==> src/rtl/mem_arbiter_if.sv <==
`default_nettype none
// ============================================================================
// Module      : mem_arbiter_if (plus mem_arbiter_pkg)
// Description : Shared memory-port types and the cache/memory bus bundle
//               presented to mem_arbiter.
// Revision    : 1.0 - initial release
// ============================================================================

package mem_arbiter_pkg;
    typedef enum logic [1:0] {
        MEM_NONE  = 2'h0,
        MEM_LOAD  = 2'h1,
        MEM_STORE = 2'h2
    } MEM_COMMAND;

    typedef logic [31:0] ADDR;
    typedef logic [63:0] MEM_BLOCK;
    typedef logic [3:0]  MEM_TAG;
endpackage

interface mem_arbiter_if;
    import mem_arbiter_pkg::*;

    MEM_COMMAND icache_command;
    ADDR        icache_addr;
    MEM_COMMAND dcache_command;
    ADDR        dcache_addr;
    MEM_BLOCK   dcache_data;
    MEM_TAG     mem2proc_transaction_tag;
    MEM_BLOCK   mem2proc_data;
    MEM_TAG     mem2proc_data_tag;

    MEM_COMMAND proc2mem_command;
    ADDR        proc2mem_addr;
    MEM_BLOCK   proc2mem_data;
    MEM_TAG     Imem2proc_transaction_tag;
    MEM_BLOCK   Imem2proc_data;
    MEM_TAG     Imem2proc_data_tag;
    MEM_TAG     Dmem2proc_transaction_tag;
    MEM_BLOCK   Dmem2proc_data;
    MEM_TAG     Dmem2proc_data_tag;
    logic       dcache_request;
    logic       tag_error;

    // Arbiter side
    modport slave (
        input  icache_command, icache_addr,
        input  dcache_command, dcache_addr, dcache_data,
        input  mem2proc_transaction_tag, mem2proc_data, mem2proc_data_tag,
        output proc2mem_command, proc2mem_addr, proc2mem_data,
        output Imem2proc_transaction_tag, Imem2proc_data, Imem2proc_data_tag,
        output Dmem2proc_transaction_tag, Dmem2proc_data, Dmem2proc_data_tag,
        output dcache_request, tag_error
    );

    // Caches + memory side
    modport master (
        output icache_command, icache_addr,
        output dcache_command, dcache_addr, dcache_data,
        output mem2proc_transaction_tag, mem2proc_data, mem2proc_data_tag,
        input  proc2mem_command, proc2mem_addr, proc2mem_data,
        input  Imem2proc_transaction_tag, Imem2proc_data, Imem2proc_data_tag,
        input  Dmem2proc_transaction_tag, Dmem2proc_data, Dmem2proc_data_tag,
        input  dcache_request, tag_error
    );
endinterface

`default_nettype wire

==> src/rtl/mem_arbiter.sv <==
`default_nettype none
// ============================================================================
// Module      : mem_arbiter
// Description : Shares the single memory port between icache and dcache,
//               tracks load-tag ownership and routes responses to the owner.
//               Optional statistics counters: define MEM_ARB_STATS_EN.
// Revision    : 1.0 - initial release
// ============================================================================

module mem_arbiter
    import mem_arbiter_pkg::*;
#(
    parameter int STARVE_LIMIT = 4,
    parameter int NUM_TAGS     = 16
) (
    input  wire logic   clock,
    input  wire logic   reset,
    mem_arbiter_if.slave bus
`ifdef MEM_ARB_STATS_EN
    ,
    output logic [31:0] stat_igrant,
    output logic [31:0] stat_dgrant,
    output logic [31:0] stat_conflict,
    output logic [31:0] stat_drop
`endif
);

    localparam logic [3:0] c_starve_limit = 4'(STARVE_LIMIT);

    logic [3:0]          r_starve_cnt;
    logic [NUM_TAGS-1:0] r_valid;
    logic [NUM_TAGS-1:0] r_owner_d;      // 1: dcache owns the tag
    logic                r_tag_error;
    logic                r_first_after_rst;

    logic   w_ireq, w_dreq, w_igrant, w_dgrant;
    logic   w_accept, w_alloc, w_alloc_valid, w_alloc_in_range, w_alloc_collision;
    logic   w_rsp_present, w_rsp_hit, w_rsp_owner_d, w_drop;
    MEM_TAG w_alloc_tag, w_rsp_tag;

    // ------------------------------------------------------------------
    // Arbitration
    // ------------------------------------------------------------------
    assign w_ireq   = (bus.icache_command != MEM_NONE);
    assign w_dreq   = (bus.dcache_command != MEM_NONE);
    assign w_igrant = w_ireq && (!w_dreq || (r_starve_cnt == c_starve_limit));
    assign w_dgrant = w_dreq && !w_igrant;

    always_ff @(posedge clock) begin
        if (reset) begin
            r_starve_cnt <= 4'd0;
        end else if (w_ireq && !w_igrant) begin
            if (r_starve_cnt != c_starve_limit) begin
                r_starve_cnt <= r_starve_cnt + 4'd1;
            end
        end else begin
            r_starve_cnt <= 4'd0;
        end
    end

    always_comb begin
        bus.proc2mem_command          = MEM_NONE;
        bus.proc2mem_addr             = '0;
        bus.proc2mem_data             = '0;
        bus.Imem2proc_transaction_tag = '0;
        bus.Dmem2proc_transaction_tag = '0;
        if (w_dgrant) begin
            bus.proc2mem_command          = bus.dcache_command;
            bus.proc2mem_addr             = bus.dcache_addr;
            bus.proc2mem_data             = bus.dcache_data;
            bus.Dmem2proc_transaction_tag = bus.mem2proc_transaction_tag;
        end else if (w_igrant) begin
            bus.proc2mem_command          = bus.icache_command;
            bus.proc2mem_addr             = bus.icache_addr;
            bus.Imem2proc_transaction_tag = bus.mem2proc_transaction_tag;
        end
    end

    assign bus.dcache_request = w_dgrant;

    // ------------------------------------------------------------------
    // Tag ownership table
    // ------------------------------------------------------------------
    assign w_alloc_tag      = bus.mem2proc_transaction_tag;
    assign w_rsp_tag        = bus.mem2proc_data_tag;
    assign w_accept         = (w_igrant || w_dgrant) && (w_alloc_tag != '0);
    assign w_alloc_in_range = (int'(w_alloc_tag) < NUM_TAGS);
    assign w_alloc          = w_accept && w_alloc_in_range
                              && (bus.proc2mem_command == MEM_LOAD);

    always_comb begin
        w_alloc_valid = 1'b0;
        w_rsp_hit     = 1'b0;
        w_rsp_owner_d = 1'b0;
        for (int i = 1; i < NUM_TAGS; i++) begin
            if (int'(w_alloc_tag) == i) begin
                w_alloc_valid = r_valid[i];
            end
            if (int'(w_rsp_tag) == i) begin
                w_rsp_hit     = r_valid[i];
                w_rsp_owner_d = r_owner_d[i];
            end
        end
    end

    assign w_rsp_present = (w_rsp_tag != '0);
    assign w_drop        = w_rsp_present && !w_rsp_hit;
    // Reusing a tag that is being returned in the same cycle is legitimate
    assign w_alloc_collision = w_alloc && w_alloc_valid
                               && !(w_rsp_hit && (w_rsp_tag == w_alloc_tag));

    for (genvar i = 0; i < NUM_TAGS; i++) begin : g_tag
        always_ff @(posedge clock) begin
            if (reset) begin
                r_valid[i]   <= 1'b0;
                r_owner_d[i] <= 1'b0;
            end else if (w_alloc && (int'(w_alloc_tag) == i)) begin
                r_valid[i]   <= 1'b1;
                r_owner_d[i] <= w_dgrant;
            end else if (w_rsp_hit && (int'(w_rsp_tag) == i)) begin
                r_valid[i]   <= 1'b0;
            end
        end
    end

    // ------------------------------------------------------------------
    // Response routing
    // ------------------------------------------------------------------
    always_comb begin
        bus.Imem2proc_data     = '0;
        bus.Imem2proc_data_tag = '0;
        bus.Dmem2proc_data     = '0;
        bus.Dmem2proc_data_tag = '0;
        if (w_rsp_hit) begin
            if (w_rsp_owner_d) begin
                bus.Dmem2proc_data     = bus.mem2proc_data;
                bus.Dmem2proc_data_tag = w_rsp_tag;
            end else begin
                bus.Imem2proc_data     = bus.mem2proc_data;
                bus.Imem2proc_data_tag = w_rsp_tag;
            end
        end
    end

    // Stale responses from before reset land in the first cycle out of
    // reset and are dropped silently rather than flagged.
    always_ff @(posedge clock) begin
        r_first_after_rst <= reset;
        if (reset) begin
            r_tag_error <= 1'b0;
        end else if ((w_drop && !r_first_after_rst) || w_alloc_collision) begin
            r_tag_error <= 1'b1;
        end
    end

    assign bus.tag_error = r_tag_error;

`ifdef MEM_ARB_STATS_EN
    logic [31:0] r_stat_igrant, r_stat_dgrant, r_stat_conflict, r_stat_drop;

    always_ff @(posedge clock) begin
        if (reset) begin
            r_stat_igrant   <= '0;
            r_stat_dgrant   <= '0;
            r_stat_conflict <= '0;
            r_stat_drop     <= '0;
        end else begin
            if (w_accept && w_igrant && (r_stat_igrant != '1)) begin
                r_stat_igrant <= r_stat_igrant + 32'd1;
            end
            if (w_accept && w_dgrant && (r_stat_dgrant != '1)) begin
                r_stat_dgrant <= r_stat_dgrant + 32'd1;
            end
            if (w_ireq && w_dreq && (r_stat_conflict != '1)) begin
                r_stat_conflict <= r_stat_conflict + 32'd1;
            end
            if (w_drop && (r_stat_drop != '1)) begin
                r_stat_drop <= r_stat_drop + 32'd1;
            end
        end
    end

    assign stat_igrant   = r_stat_igrant;
    assign stat_dgrant   = r_stat_dgrant;
    assign stat_conflict = r_stat_conflict;
    assign stat_drop     = r_stat_drop;
`endif

endmodule

`default_nettype wire

==> src/flat_wrapper.sv <==
// flat-port wrapper written by rule: the top's interface ports become plain ports
module mem_arbiter_flat import mem_arbiter_pkg::*;
#(
    parameter int STARVE_LIMIT = 4,
    parameter int NUM_TAGS     = 16
)
  (clock, reset, bus_icache_command, bus_icache_addr, bus_dcache_command, bus_dcache_addr, bus_dcache_data, bus_mem2proc_transaction_tag, bus_mem2proc_data, bus_mem2proc_data_tag, bus_proc2mem_command, bus_proc2mem_addr, bus_proc2mem_data, bus_Imem2proc_transaction_tag, bus_Imem2proc_data, bus_Imem2proc_data_tag, bus_Dmem2proc_transaction_tag, bus_Dmem2proc_data, bus_Dmem2proc_data_tag, bus_dcache_request, bus_tag_error);
  mem_arbiter_if bus_i ();
  input  wire logic clock;
  input  wire logic reset;
  input wire logic [$bits(bus_i.icache_command)-1:0] bus_icache_command;
  input wire logic [$bits(bus_i.icache_addr)-1:0] bus_icache_addr;
  input wire logic [$bits(bus_i.dcache_command)-1:0] bus_dcache_command;
  input wire logic [$bits(bus_i.dcache_addr)-1:0] bus_dcache_addr;
  input wire logic [$bits(bus_i.dcache_data)-1:0] bus_dcache_data;
  input wire logic [$bits(bus_i.mem2proc_transaction_tag)-1:0] bus_mem2proc_transaction_tag;
  input wire logic [$bits(bus_i.mem2proc_data)-1:0] bus_mem2proc_data;
  input wire logic [$bits(bus_i.mem2proc_data_tag)-1:0] bus_mem2proc_data_tag;
  output wire logic [$bits(bus_i.proc2mem_command)-1:0] bus_proc2mem_command;
  output wire logic [$bits(bus_i.proc2mem_addr)-1:0] bus_proc2mem_addr;
  output wire logic [$bits(bus_i.proc2mem_data)-1:0] bus_proc2mem_data;
  output wire logic [$bits(bus_i.Imem2proc_transaction_tag)-1:0] bus_Imem2proc_transaction_tag;
  output wire logic [$bits(bus_i.Imem2proc_data)-1:0] bus_Imem2proc_data;
  output wire logic [$bits(bus_i.Imem2proc_data_tag)-1:0] bus_Imem2proc_data_tag;
  output wire logic [$bits(bus_i.Dmem2proc_transaction_tag)-1:0] bus_Dmem2proc_transaction_tag;
  output wire logic [$bits(bus_i.Dmem2proc_data)-1:0] bus_Dmem2proc_data;
  output wire logic [$bits(bus_i.Dmem2proc_data_tag)-1:0] bus_Dmem2proc_data_tag;
  output wire logic [$bits(bus_i.dcache_request)-1:0] bus_dcache_request;
  output wire logic [$bits(bus_i.tag_error)-1:0] bus_tag_error;
  assign bus_i.icache_command = bus_icache_command;
  assign bus_i.icache_addr = bus_icache_addr;
  assign bus_i.dcache_command = bus_dcache_command;
  assign bus_i.dcache_addr = bus_dcache_addr;
  assign bus_i.dcache_data = bus_dcache_data;
  assign bus_i.mem2proc_transaction_tag = bus_mem2proc_transaction_tag;
  assign bus_i.mem2proc_data = bus_mem2proc_data;
  assign bus_i.mem2proc_data_tag = bus_mem2proc_data_tag;
  assign bus_proc2mem_command = bus_i.proc2mem_command;
  assign bus_proc2mem_addr = bus_i.proc2mem_addr;
  assign bus_proc2mem_data = bus_i.proc2mem_data;
  assign bus_Imem2proc_transaction_tag = bus_i.Imem2proc_transaction_tag;
  assign bus_Imem2proc_data = bus_i.Imem2proc_data;
  assign bus_Imem2proc_data_tag = bus_i.Imem2proc_data_tag;
  assign bus_Dmem2proc_transaction_tag = bus_i.Dmem2proc_transaction_tag;
  assign bus_Dmem2proc_data = bus_i.Dmem2proc_data;
  assign bus_Dmem2proc_data_tag = bus_i.Dmem2proc_data_tag;
  assign bus_dcache_request = bus_i.dcache_request;
  assign bus_tag_error = bus_i.tag_error;
  mem_arbiter #(.STARVE_LIMIT(STARVE_LIMIT), .NUM_TAGS(NUM_TAGS)) u_core (.clock(clock), .reset(reset), .bus(bus_i));
endmodule
==> config.mk <==
export PLATFORM = sky130hd
export DESIGN_NAME = mem_arbiter_flat
export DESIGN_NICKNAME = d
export VERILOG_FILES = /design/src/rtl/mem_arbiter_if.sv /design/src/rtl/mem_arbiter.sv /design/src/flat_wrapper.sv
export SDC_FILE = /design/constraint.sdc
export NUM_CORES = 1
export LEC_CHECK = 0
export ABC_AREA = 0
export CAP_MARGIN = 15
export CORE_AREA = 2 2 176 178
export DETAILED_ROUTE_END_ITERATION = 16
export DIE_AREA = 0 0 178 180
export PLACE_DENSITY = 0.55
export SETUP_SLACK_MARGIN = 0.05
export SYNTH_ARGS = -nofsm -noshare
export SYNTH_HDL_FRONTEND = slang
export SYNTH_SLANG_ARGS = --single-unit
==> constraint.sdc <==
create_clock -name clock -period 3.5 [get_ports clock]
set_input_delay 0.7 -clock clock [delete_from_list [all_inputs] [get_ports clock]]
set_output_delay 0.7 -clock clock [all_outputs]
set_load 0.005 [all_outputs]
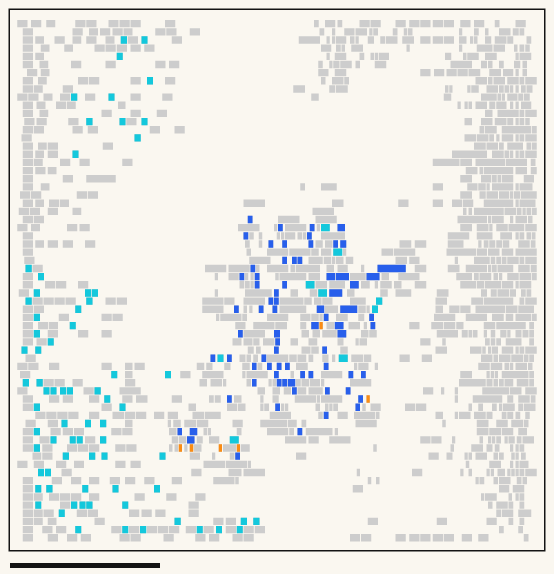
Run 1: gate-type map
The bar under the picture is 50 µm long.
legend:
  orange:
    family: inv cells
    cells: 6
    most_used: inv_1
  blue:
    family: aoi and oai cells
    cells: 74
    most_used: a21oi_1
    where: centre
  cyan:
    family: and/or cells
    cells: 81
    most_used: and2_1
Comb/total area: 0.328
Non-Filler Instances: 1563
most numerous logic cell after layout: clkdlybuf4s50_1

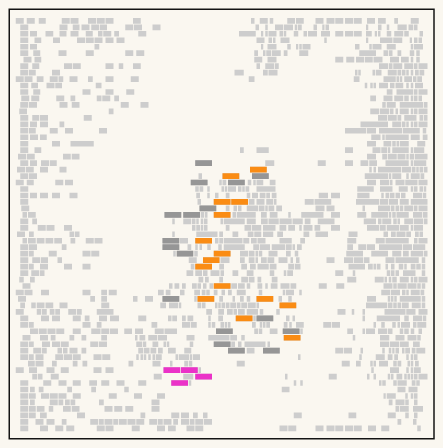
Run 1: sequential cells coloured by netlist name
Other sequential cells in the stronger grey, the rest of the logic in the fainter grey.
legend:
  orange:
    name_in_the_netlist: u_core.r_valid
    placed_flops: 15
    where: centre
  magenta:
    name_in_the_netlist: u_core.r_starve_cnt
    placed_flops: 4
    where: south
not coloured: 17
register area: 721 µm²
Post-Route Utilization: 0.355
sequential cell area share: 0.0673

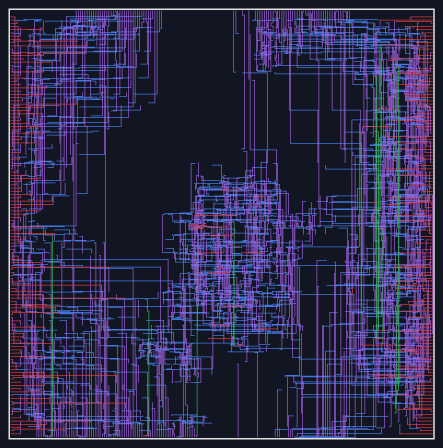
Run 1: signal wires by layer
legend:
  green:
    layer: M4
    wire_length: 936 µm
  red:
    layer: M3
    wire_length: 2460 µm
  purple:
    layer: M2
    wire_length: 17200 µm
  blue:
    layer: M1
    wire_length: 10800 µm

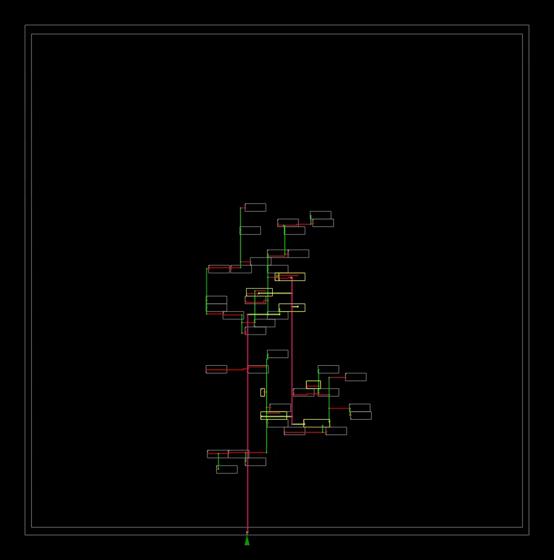
Run 1: clock nets
Clk. pwr: 443 µW
Max Clock Skew: 0.00254 ns
CTS buffer count: 5

==> flow_summary.json, run 1 <==
{
  "maxCapViolations": 0,
  "route.met2.wl_um": 17200,
  "setup_viol": 10,
  "yosys.stat.seqShare": 0.187,
  "common_cells": "160 x nor2_1, 97 x nand2_1, 75 x and2_1",
  "status": "finished with violations",
  "drc_errors": 0,
  "worst_slack_ns": -0.0527,
  "fp_nets": 834,
  "rows": 64,
  "async_flop_share": 0,
  "nClkBuffers": 8,
  "worstPathMaxFanout": 9,
  "start_kind": "primary input",
  "ant_nets": 0,
  "r2r-end": "u_core.r_owner_d[7]",
  "regToRegStartpoint": "u_core.r_starve_cnt[0]",
  "hpwl_um": 22800,
  "ys_cells": 626,
  "hold_path_startpoint": "u_core.r_owner_d[6]",
  "ios": 450,
  "grt_pass1_vias": 6519,
  "clock.latency.late_pin_ns": 0.28,
  "num_tap_cells": 396,
  "top_area_cell": "dfxtp_1",
  "drt_iter0_markers": 234,
  "gr-total-overflow": 0,
  "clockRootBuffer": "clkbuf_16",
  "drtPass1Iterations": 5,
  "cp_num_buf_inv": 7,
  "grt_pass1_wl_um": 41900,
  "cts_setup_buffers": 50,
  "largest_class": "non-clock buffers",
  "violations": "negative setup slack",
  "drt-total-wl_um": 31400,
  "non_clock_buffer_area_share": 0.543
}
## run 1: through the flow
step	util	area [µm²]	setup slack [ns]	hold WS [ns]
3_3_place_gp	0.300	9050	-0.657	0.447
2_1_floorplan	-	3850	0.490	0.430
3_5_place_dp	0.300	9050	-0.656	0.456
4_1_cts	0.335	10100	-0.260	0.463
5_1_grt	0.355	10700	-0.183	0.477
6_report	0.355	10700	-0.0527	0.458
## run 1: worst max-delay path by stage
stage / startpoint / to / cells past startpoint
after detailed placement: bus_mem2proc_data_tag[0] / bus_Dmem2proc_data[33] / 12
after floorplan: bus_mem2proc_data_tag[1] / bus_Imem2proc_data[46] / 10
final: bus_mem2proc_data_tag[2] / bus_Imem2proc_data[24] / 12
after CTS: bus_mem2proc_data_tag[0] / bus_Dmem2proc_data[11] / 12
after global routing: bus_mem2proc_data_tag[2] / bus_Dmem2proc_data_tag[1] / 14
after global placement: bus_mem2proc_data_tag[0] / bus_Imem2proc_data[10] / 10
## run 1: logic make-up (layout without fill, tap and decap cells)
kind of cell,after synthesis,after routing,share of synthesized area
fa+ha+maj,2,2,0.00650
buf+inv,63,603,0.0783
xor+xnor,5,5,0.0114
other cells,0,1,0
compound gates,113,113,0.199
simple gates,389,389,0.466
flops,36,36,0.187
mux,18,18,0.0517
## run 1: sequential cells by signal (all words and copies together), names as in the netlist
signal / cells
u_core.r_first_after_rst: 1
u_core.r_valid: 15
u_core.bus.tag_error: 1
u_core.r_starve_cnt: 4
u_core.r_owner_d: 15
## run 1: tightest hold or removal path, stage by stage, from the launching register on
cell and delay [ns]:
dfxtp_1 0.31, nand2_1 0.05, a21oi_1 0.05
## run 1: power by group
group / switching (µW) / total [µW] / internal (µW)
logic: 524 / 1300 / 776
clock network: 160 / 443 / 284
registers: 7.23 / 426 / 419
total: 691 / 2170 / 1480
==> run 2, diff against run 1 <==
CAP_MARGIN = 20   (was 15)
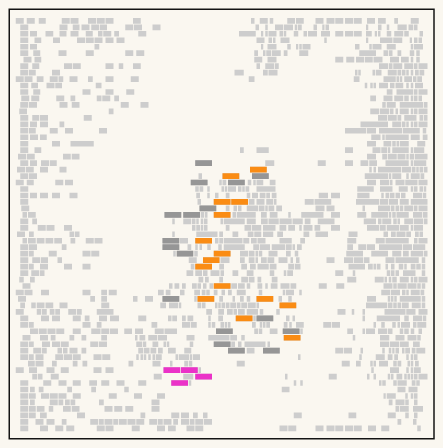
Run 2: sequential cells coloured by netlist name
Other sequential cells in the stronger grey, the rest of the logic in the fainter grey.
legend:
  magenta:
    name_in_the_netlist: u_core.r_starve_cnt
    placed_flops: 4
    where: south
  orange:
    name_in_the_netlist: u_core.r_valid
    placed_flops: 15
    where: centre
not coloured: 17

==> flow_summary.json, run 2 <==
{
  "clock.latency.late_pin_ns": 0.28,
  "ios": 450,
  "violations": "negative setup slack",
  "seq_power_uw": 426,
  "async_flop_share": 0,
  "setup_viol": 10,
  "seq_power_share": 0.196,
  "grt_pass1_wl_um": 41900,
  "common_cells": "160 x nor2_1, 97 x nand2_1, 75 x and2_1",
  "startpoint": "bus_mem2proc_data_tag[2]",
  "drtPass1Iterations": 5,
  "worst_slack_ns": -0.0527,
  "skew_ns": 0.00254,
  "regArea_um2": 721,
  "pre_cts_slack_ns": -0.656,
  "power.group.top": "combinational cells",
  "hpwl_um": 22800,
  "fp_nets": 834,
  "power_frac_comb": 0.599,
  "ys_cells": 626,
  "regToRegStartpoint": "u_core.r_starve_cnt[0]",
  "hold_path_startpoint": "u_core.r_owner_d[6]",
  "route.met2.wl_um": 17200,
  "drc_errors": 0,
  "status": "finished with violations",
  "p_int_uw": 1480,
  "rows": 64,
  "netSwitchingPower_uw": 691,
  "start_kind": "primary input",
  "power_clock_uw": 443
}
==> run 2: critical path, delay by kind of cell <==
kind / cells / cell delay (ns)
buffers and inverters: 7 / 1.06
AND-OR/OR-AND: 2 / 0.67
AND/OR/NAND/NOR: 3 / 0.41
==> run 2: path summary, 6_finish.rpt <==
check                           end  slack, ns  cells after the start
max          bus_Imem2proc_data[24]      -0.05                     12
min             u_core.r_owner_d[6]       0.46                      2
max reg2reg     u_core.r_owner_d[7]       1.18                      8
min reg2reg     u_core.r_owner_d[6]       0.46                      2
==> run 2: what timing repair did <==
| action | 4_1_cts | 5_1_grt |
|---|---|---|
| gates resized | 539 | 290 |
| endpoints found under the setup margin | 140 | 230 |
| cloned | 20 | 4 |
| setup buffers | 50 | 27 |
| pin swaps | 36 | 78 |
==> run 2: area by class of cell <==
type	instances	share of cell area
diodes	1	0.000234
repair buffers	589	0.543
clock buffers	8	0.0137
inverters	6	0.00210
well taps	396	0.0463
multi-input cells	527	0.328
flip-flops and latches	36	0.0673
==> run 2: per-stage QoR <==
step / setup TNS (ns) / area, µm² / power, µW / utilization / instances
floorplan: 0 / 3850 / 741 / - / 626
global placement: -82.81 / 9050 / 1420 / 0.300 / 1467
detailed placement: -81.86 / 9050 / 1420 / 0.300 / 1467
CTS: -9.32 / 10100 / 2070 / 0.335 / 1545
global route: -7.11 / 10700 / 2260 / 0.355 / 1563
finish: -0.208 / 10700 / 2170 / 0.355 / 1563
==> run 2: kinds of logic after synthesis <==
family	after synthesis	share of synthesized area
AND/OR/NAND/NOR	389	0.466
multiplexers	18	0.0517
buffers and inverters	63	0.0783
AND-OR/OR-AND	113	0.199
adder cells (fa/ha/maj)	2	0.00650
flip-flops	36	0.187
XOR/XNOR	5	0.0114
Power figures rest on the tool's default switching activity, not on a simulated workload.
